`config.mk`:
```
export PLATFORM = sky130hd
export DESIGN_NAME = spi_frame_master
export DESIGN_NICKNAME = d
export VERILOG_FILES = /design/src/rtl/spi_frame_master.sv
export SDC_FILE = /design/constraint.sdc
export NUM_CORES = 1
export LEC_CHECK = 0
export CAP_MARGIN = 20
export CORE_UTILIZATION = 45
export CTS_CLUSTER_SIZE = 28
export DETAILED_ROUTE_END_ITERATION = 12
export PLACE_DENSITY = 0.68
export SKIP_LAST_GASP = 1
export SYNTH_ARGS = -nofsm -noshare
export SYNTH_HDL_FRONTEND = slang
export SYNTH_SLANG_ARGS = --single-unit
```
`constraint.sdc`:
```
create_clock -name clock -period 4.9 [get_ports clock]
set_input_delay 0.49 -clock clock [delete_from_list [all_inputs] [get_ports clock]]
set_output_delay 0.49 -clock clock [all_outputs]
set_load 0.1 [all_outputs]
```
`src/rtl/spi_frame_master.sv`:
```
// SPI master that shifts {rw, address, data} frames, single or burst, in all four CPOL/CPHA modes.
// Optional build macro SPI_MASTER_LSB_FIRST_EN sends and reassembles each field LSB first.
module spi_frame_master #(
    parameter int DATA_WIDTH    = 16,
    parameter int ADDRESS_WIDTH = 15
) (
    input  logic                                  clock,
    input  logic                                  reset_n,
    input  logic [DATA_WIDTH-1:0]                 data,
    input  logic [ADDRESS_WIDTH-1:0]              address,
    input  logic                                  read_write,
    input  logic                                  enable,
    input  logic                                  burst_enable,
    input  logic [15:0]                           burst_count,
    input  logic [15:0]                           divider,
    input  logic                                  clock_phase,
    input  logic                                  clock_polarity,
    input  logic                                  master_in_slave_out,
    output logic                                  serial_clock,
    output logic [DATA_WIDTH-1:0]                 read_data,
    output logic                                  busy,
    output logic                                  slave_select,
    output logic                                  master_out_slave_in,
    output logic [ADDRESS_WIDTH+DATA_WIDTH:0]     read_long_data,
    output logic                                  burst_data_valid,
    output logic                                  burst_data_ready
);

    localparam int FRAME_WIDTH = 1 + ADDRESS_WIDTH + DATA_WIDTH;
    localparam int COUNT_WIDTH = $clog2(FRAME_WIDTH + 1);
    localparam logic [COUNT_WIDTH-1:0] FRAME_LAST = COUNT_WIDTH'(FRAME_WIDTH - 1);
    localparam logic [COUNT_WIDTH-1:0] WORD_LAST  = COUNT_WIDTH'(DATA_WIDTH - 1);

    typedef enum logic [1:0] {IDLE, SETUP, TRANSFER, HOLD} state_t;

    function automatic logic [DATA_WIDTH-1:0] order_data(input logic [DATA_WIDTH-1:0] w);
        logic [DATA_WIDTH-1:0] r;
`ifdef SPI_MASTER_LSB_FIRST_EN
        for (int i = 0; i < DATA_WIDTH; i++) r[i] = w[DATA_WIDTH-1-i];
`else
        r = w;
`endif
        return r;
    endfunction

    function automatic logic [ADDRESS_WIDTH-1:0] order_address(input logic [ADDRESS_WIDTH-1:0] a);
        logic [ADDRESS_WIDTH-1:0] r;
`ifdef SPI_MASTER_LSB_FIRST_EN
        for (int i = 0; i < ADDRESS_WIDTH; i++) r[i] = a[ADDRESS_WIDTH-1-i];
`else
        r = a;
`endif
        return r;
    endfunction

    state_t                   state;
    logic [15:0]              div_q;
    logic [15:0]              div_cnt;
    logic                     cpha_q;
    logic                     cpol_q;
    logic                     rw_q;
    logic                     burst_q;
    logic [15:0]              words_left;
    logic                     seg_first;
    logic [COUNT_WIDTH-1:0]   bit_cnt;
    logic [FRAME_WIDTH-1:0]   tx_shift;
    logic [FRAME_WIDTH-1:0]   rx_shift;

    logic [FRAME_WIDTH-1:0]   frame;
    logic [FRAME_WIDTH-1:0]   rx_next;
    logic [FRAME_WIDTH-1:0]   rx_word;
    logic [DATA_WIDTH-1:0]    next_word;
    logic                     half_done;
    logic                     leading;
    logic                     seg_end;
    logic                     last_word;

    assign frame     = {read_write, order_address(address), order_data(data)};
    assign rx_next   = {rx_shift[FRAME_WIDTH-2:0], master_in_slave_out};
    // With CPHA=1 the final bit is sampled on the same edge that ends the word.
    assign rx_word   = cpha_q ? rx_next : rx_shift;
    assign next_word = rw_q ? '0 : order_data(data);
    assign half_done = (div_cnt == div_q);
    assign leading   = (serial_clock == cpol_q);
    assign seg_end   = seg_first ? (bit_cnt == FRAME_LAST) : (bit_cnt == WORD_LAST);
    assign last_word = (words_left == 16'd1);

    always_ff @(posedge clock) begin
        if (!reset_n) begin
            state               <= IDLE;
            busy                <= 1'b0;
            slave_select        <= 1'b1;
            master_out_slave_in <= 1'b0;
            serial_clock        <= clock_polarity;
            read_data           <= '0;
            read_long_data      <= '0;
            burst_data_valid    <= 1'b0;
            burst_data_ready    <= 1'b0;
            div_q               <= '0;
            div_cnt             <= '0;
            cpha_q              <= 1'b0;
            cpol_q              <= 1'b0;
            rw_q                <= 1'b0;
            burst_q             <= 1'b0;
            words_left          <= 16'd1;
            seg_first           <= 1'b1;
            bit_cnt             <= '0;
        end else begin
            burst_data_valid <= 1'b0;
            burst_data_ready <= 1'b0;
            case (state)
                IDLE: begin
                    busy                <= 1'b0;
                    slave_select        <= 1'b1;
                    master_out_slave_in <= 1'b0;
                    serial_clock        <= clock_polarity;
                    if (enable) begin
                        state               <= SETUP;
                        busy                <= 1'b1;
                        slave_select        <= 1'b0;
                        div_q               <= divider;
                        div_cnt             <= '0;
                        cpha_q              <= clock_phase;
                        cpol_q              <= clock_polarity;
                        rw_q                <= read_write;
                        burst_q             <= burst_enable;
                        words_left          <= (burst_enable && burst_count != 16'd0) ? burst_count : 16'd1;
                        seg_first           <= 1'b1;
                        bit_cnt             <= '0;
                        master_out_slave_in <= frame[FRAME_WIDTH-1];
                        // CPHA=0 presents bit 0 now; CPHA=1 presents it on the first leading edge.
                        tx_shift            <= clock_phase ? frame : (frame << 1);
                        burst_data_ready    <= burst_enable & ~read_write;
                    end
                end
                SETUP: begin
                    if (half_done) begin
                        state   <= TRANSFER;
                        div_cnt <= '0;
                    end else begin
                        div_cnt <= div_cnt + 16'd1;
                    end
                end
                TRANSFER: begin
                    if (!half_done) begin
                        div_cnt <= div_cnt + 16'd1;
                    end else begin
                        div_cnt      <= '0;
                        serial_clock <= ~serial_clock;
                        if (leading) begin
                            if (!cpha_q) begin
                                rx_shift <= rx_next;
                            end else begin
                                master_out_slave_in <= tx_shift[FRAME_WIDTH-1];
                                tx_shift            <= tx_shift << 1;
                            end
                        end else begin
                            if (cpha_q) rx_shift <= rx_next;
                            if (seg_end) begin
                                if (burst_q && rw_q) begin
                                    read_data        <= order_data(rx_word[DATA_WIDTH-1:0]);
                                    burst_data_valid <= 1'b1;
                                end
                                if (last_word) begin
                                    state        <= HOLD;
                                    slave_select <= 1'b1;
                                    if (!burst_q) begin
                                        read_data      <= order_data(rx_word[DATA_WIDTH-1:0]);
                                        read_long_data <= rx_word;
                                    end
                                end else begin
                                    // Next burst word follows the previous one with no gap.
                                    words_left       <= words_left - 16'd1;
                                    bit_cnt          <= '0;
                                    seg_first        <= 1'b0;
                                    burst_data_ready <= ~rw_q;
                                    if (cpha_q) begin
                                        tx_shift <= {next_word, {(FRAME_WIDTH-DATA_WIDTH){1'b0}}};
                                    end else begin
                                        master_out_slave_in <= next_word[DATA_WIDTH-1];
                                        tx_shift <= {next_word[DATA_WIDTH-2:0], {(FRAME_WIDTH-DATA_WIDTH+1){1'b0}}};
                                    end
                                end
                            end else begin
                                bit_cnt <= bit_cnt + 1'b1;
                                if (!cpha_q) begin
                                    master_out_slave_in <= tx_shift[FRAME_WIDTH-1];
                                    tx_shift            <= tx_shift << 1;
                                end
                            end
                        end
                    end
                end
                HOLD: begin
                    serial_clock <= cpol_q;
                    if (half_done) begin
                        state   <= IDLE;
                        busy    <= 1'b0;
                        div_cnt <= '0;
                    end else begin
                        div_cnt <= div_cnt + 16'd1;
                    end
                end
                default: state <= IDLE;
            endcase
        end
    end

endmodule

```
==> flow_metrics.rpt, run 1 <==
=== SYNTHESIS / PLACE & ROUTE SUMMARY ===
----------------------------------------------------
[Route]
  Vias per std cell ........................ 5.73
  Routed length on met3 ........................ 1200 microns
  Sum of routed wire length over all layers ........................ 22600 microns
  Uppermost layer routed ........................ met4

[Power and ir drop]
  Clock power frac ........................ 26.4%
  Reported net switching power ........................ 0.00197 W

[STA]
  Worst max-slew margin expressed relative to the limit ........................ 25.7%
  WHS ........................ 0.453 ns

[Global route]
  Global route overflow ........................ 0
  Number of global-route vias before repair ........................ 7038

[Die]
  Die Width ........................ 144 microns

[Logic synthesis]
  Most common reg cell ........................ dfxtp_1
  Number of instances in the synthesized netlist ........................ 912
  Leading post-synthesis cells by instance count ........................ 114 x dfxtp_1, 108 x nand2_1, 84 x mux2i_1
  Post-synth EDFFs ........................ 65

[Finish]
  Share of layout cells above drive strength 1 ........................ 11.2%
  Relative area of non-clock buffer cells in the final design ........................ 12.0%
  Final non-filler cell total ........................ 1273
  Final nets ........................ 1074

[Setup path]
  FF-to-FF path depth ........................ 6
  Nature of the critical path startpoint ........................ register
  Slack of the worst reg-to-reg path ........................ 1.83 ns
  Capturing point of the worst reg2reg path ........................ rx_shift[26]
  Critical path required time ........................ 4.95 ns

[Status]
  Run status ........................ completed

[Place]
  Count of placed standard cells including taps ........................ 1240

[Clock tree]
  Cts-stage hold buffer count ........................ 0
  Worst-Skew Late Latency ........................ 0.44 ns

[Min path]
  Class of the most critical hold timing path ........................ register to register

----------------------------------------------------
**Run 1: where the registers sit**

Other sequential cells in the stronger gray, the rest of the logic in the fainter gray.
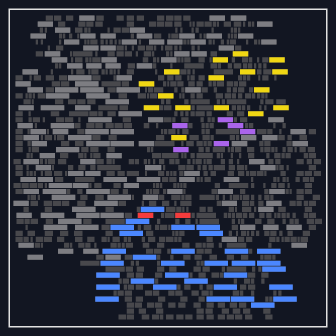
name in the netlist	color	flops
`bit_cnt`	purple	6
`div_cnt`	yellow	16
`tx_shift`	blue	32
`state`	red	2
not colored	123
sequential share of cell area: 38.5%
Power Sequential: 0.00198 W
flip-flop and latch area: 0.00424 sq mm
share of the core filled with cells: 56.2%

**Run 1: clock routing**

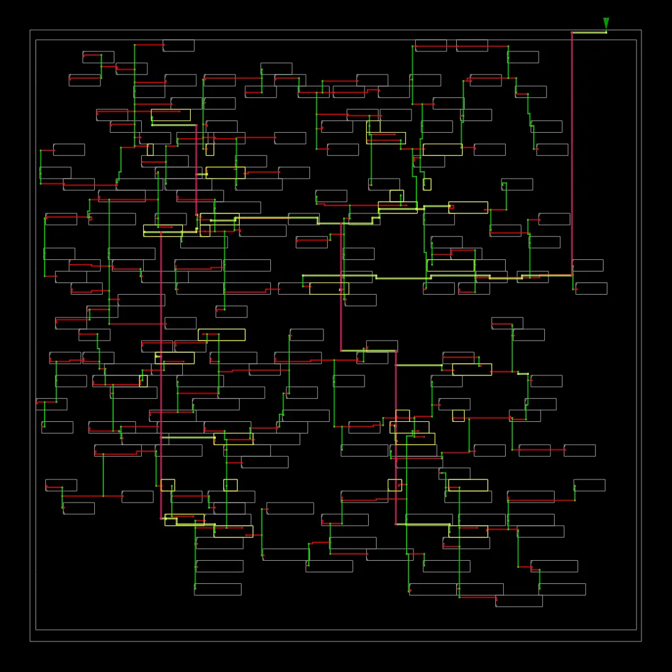
CTS buffer count: 17
Post-Route Skew: 0.0130 ns
Flops: 179
total of clock buffers placed in the layout: 18

**Run 1: close-up of the layout**

Window x 11 to 61, y 83 to 133 microns. Cells in gray, sequential cells in the stronger gray; small squares are vias.
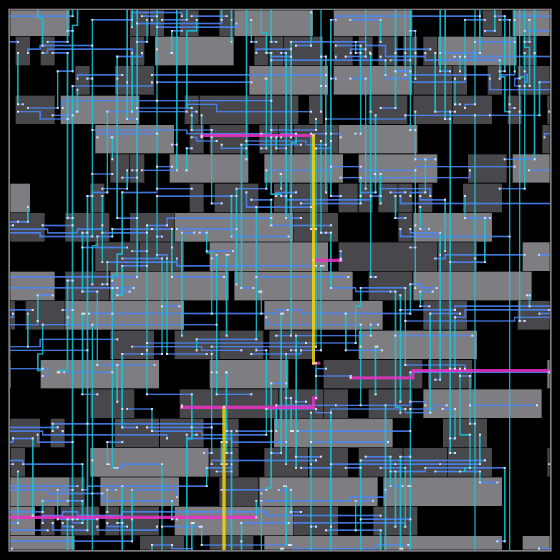
layer	color
M3	magenta
M1	blue
M4	yellow
M2	cyan
sequential cells in the window	33
most frequent	mux2_2 (28), nand2_1 (19), dfxtp_1 (18)
netlist names of flops here include	`rx_shift` (15), `read_data` (11), `read_long_data` (7)
cells with their middle in the window	129

--- run 2 (diff from run 1) ---
clock period = 2.9 ns   (was 4.9 ns; I/O delays follow)
**Run 2: power grid**

Pins as bars on the die edge.
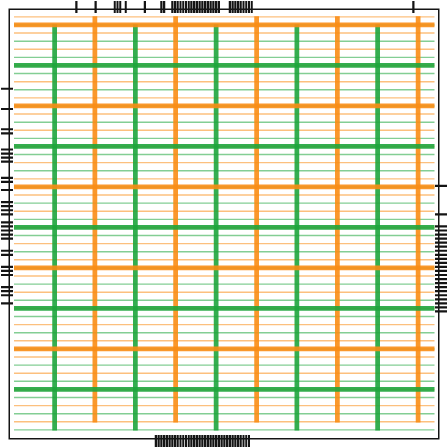
net	color
VDD	orange
VSS	green
met1 rails	52
met4 straps	10
signal pins	125
rows	51
met5 straps	10

**Run 2: gate-type map**

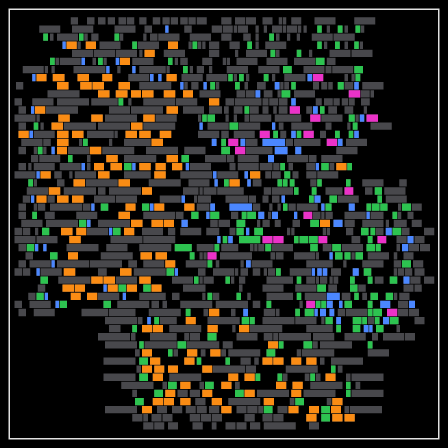
family	color	cells
non-inverting ao/oa cells	magenta	19
mux cells	orange	132
nor cells	blue	96
aoi and oai cells	green	185

==> run 2 against run 1 <==
Synthesized cell count stayed put. Cell area increased by 0.59%. Via count increased by 1.2%. Utilization increased by 0.33 points. Synthesized area is the same.
==> flow_metrics.rpt, run 2 <==
=== SYNTHESIS / PLACE & ROUTE SUMMARY ===
----------------------------------------------------
[Global route]
  Number of global-route vias before repair ........................ 6877
  Global route overflow ........................ 0

[Min path]
  Class of the most critical hold timing path ........................ input port to register

[Clock tree]
  Worst-Skew Late Latency ........................ 0.43 ns
  CTS buffer count ........................ 17
  Cts-stage hold buffer count ........................ 0

[Setup path]
  Critical path required time ........................ 3.26 ns
  Nature of the critical path startpoint ........................ register
  Slack of the worst reg-to-reg path ........................ 0.18 ns
  Capturing point of the worst reg2reg path ........................ bit_cnt[4]
  Beginning of the critical path ........................ words_left[4]

[Route]
  Routed length on met3 ........................ 1440 microns
  Sum of routed wire length over all layers ........................ 22600 microns
  Vias per std cell ........................ 5.73
  Uppermost layer routed ........................ met4

[Finish]
  Share of layout cells above drive strength 1 ........................ 18.1%
  Sequential share of cell area ........................ 38.2%
  Flops ........................ 179
  Flip-flop and latch area ........................ 0.00424 sq mm
  Total of clock buffers placed in the layout ........................ 19
  Final nets ........................ 1091
  Final non-filler cell total ........................ 1290
  Relative area of non-clock buffer cells in the final design ........................ 12.4%

[Power and ir drop]
  Power Sequential ........................ 0.00336 W
  Seq pwr share ........................ 37.2%
  Reported net switching power ........................ 0.00339 W

[Logic synthesis]
  Post-synth EDFFs ........................ 65
  Number of instances in the synthesized netlist ........................ 912
  Leading post-synthesis cells by instance count ........................ 114 x dfxtp_1, 108 x nand2_1, 84 x mux2i_1

[STA]
  WHS ........................ 0.408 ns

[Place]
  Count of placed standard cells including taps ........................ 1258

[Status]
  Run status ........................ completed

----------------------------------------------------
Power figures rest on the tool's default switching activity, not on a simulated workload.
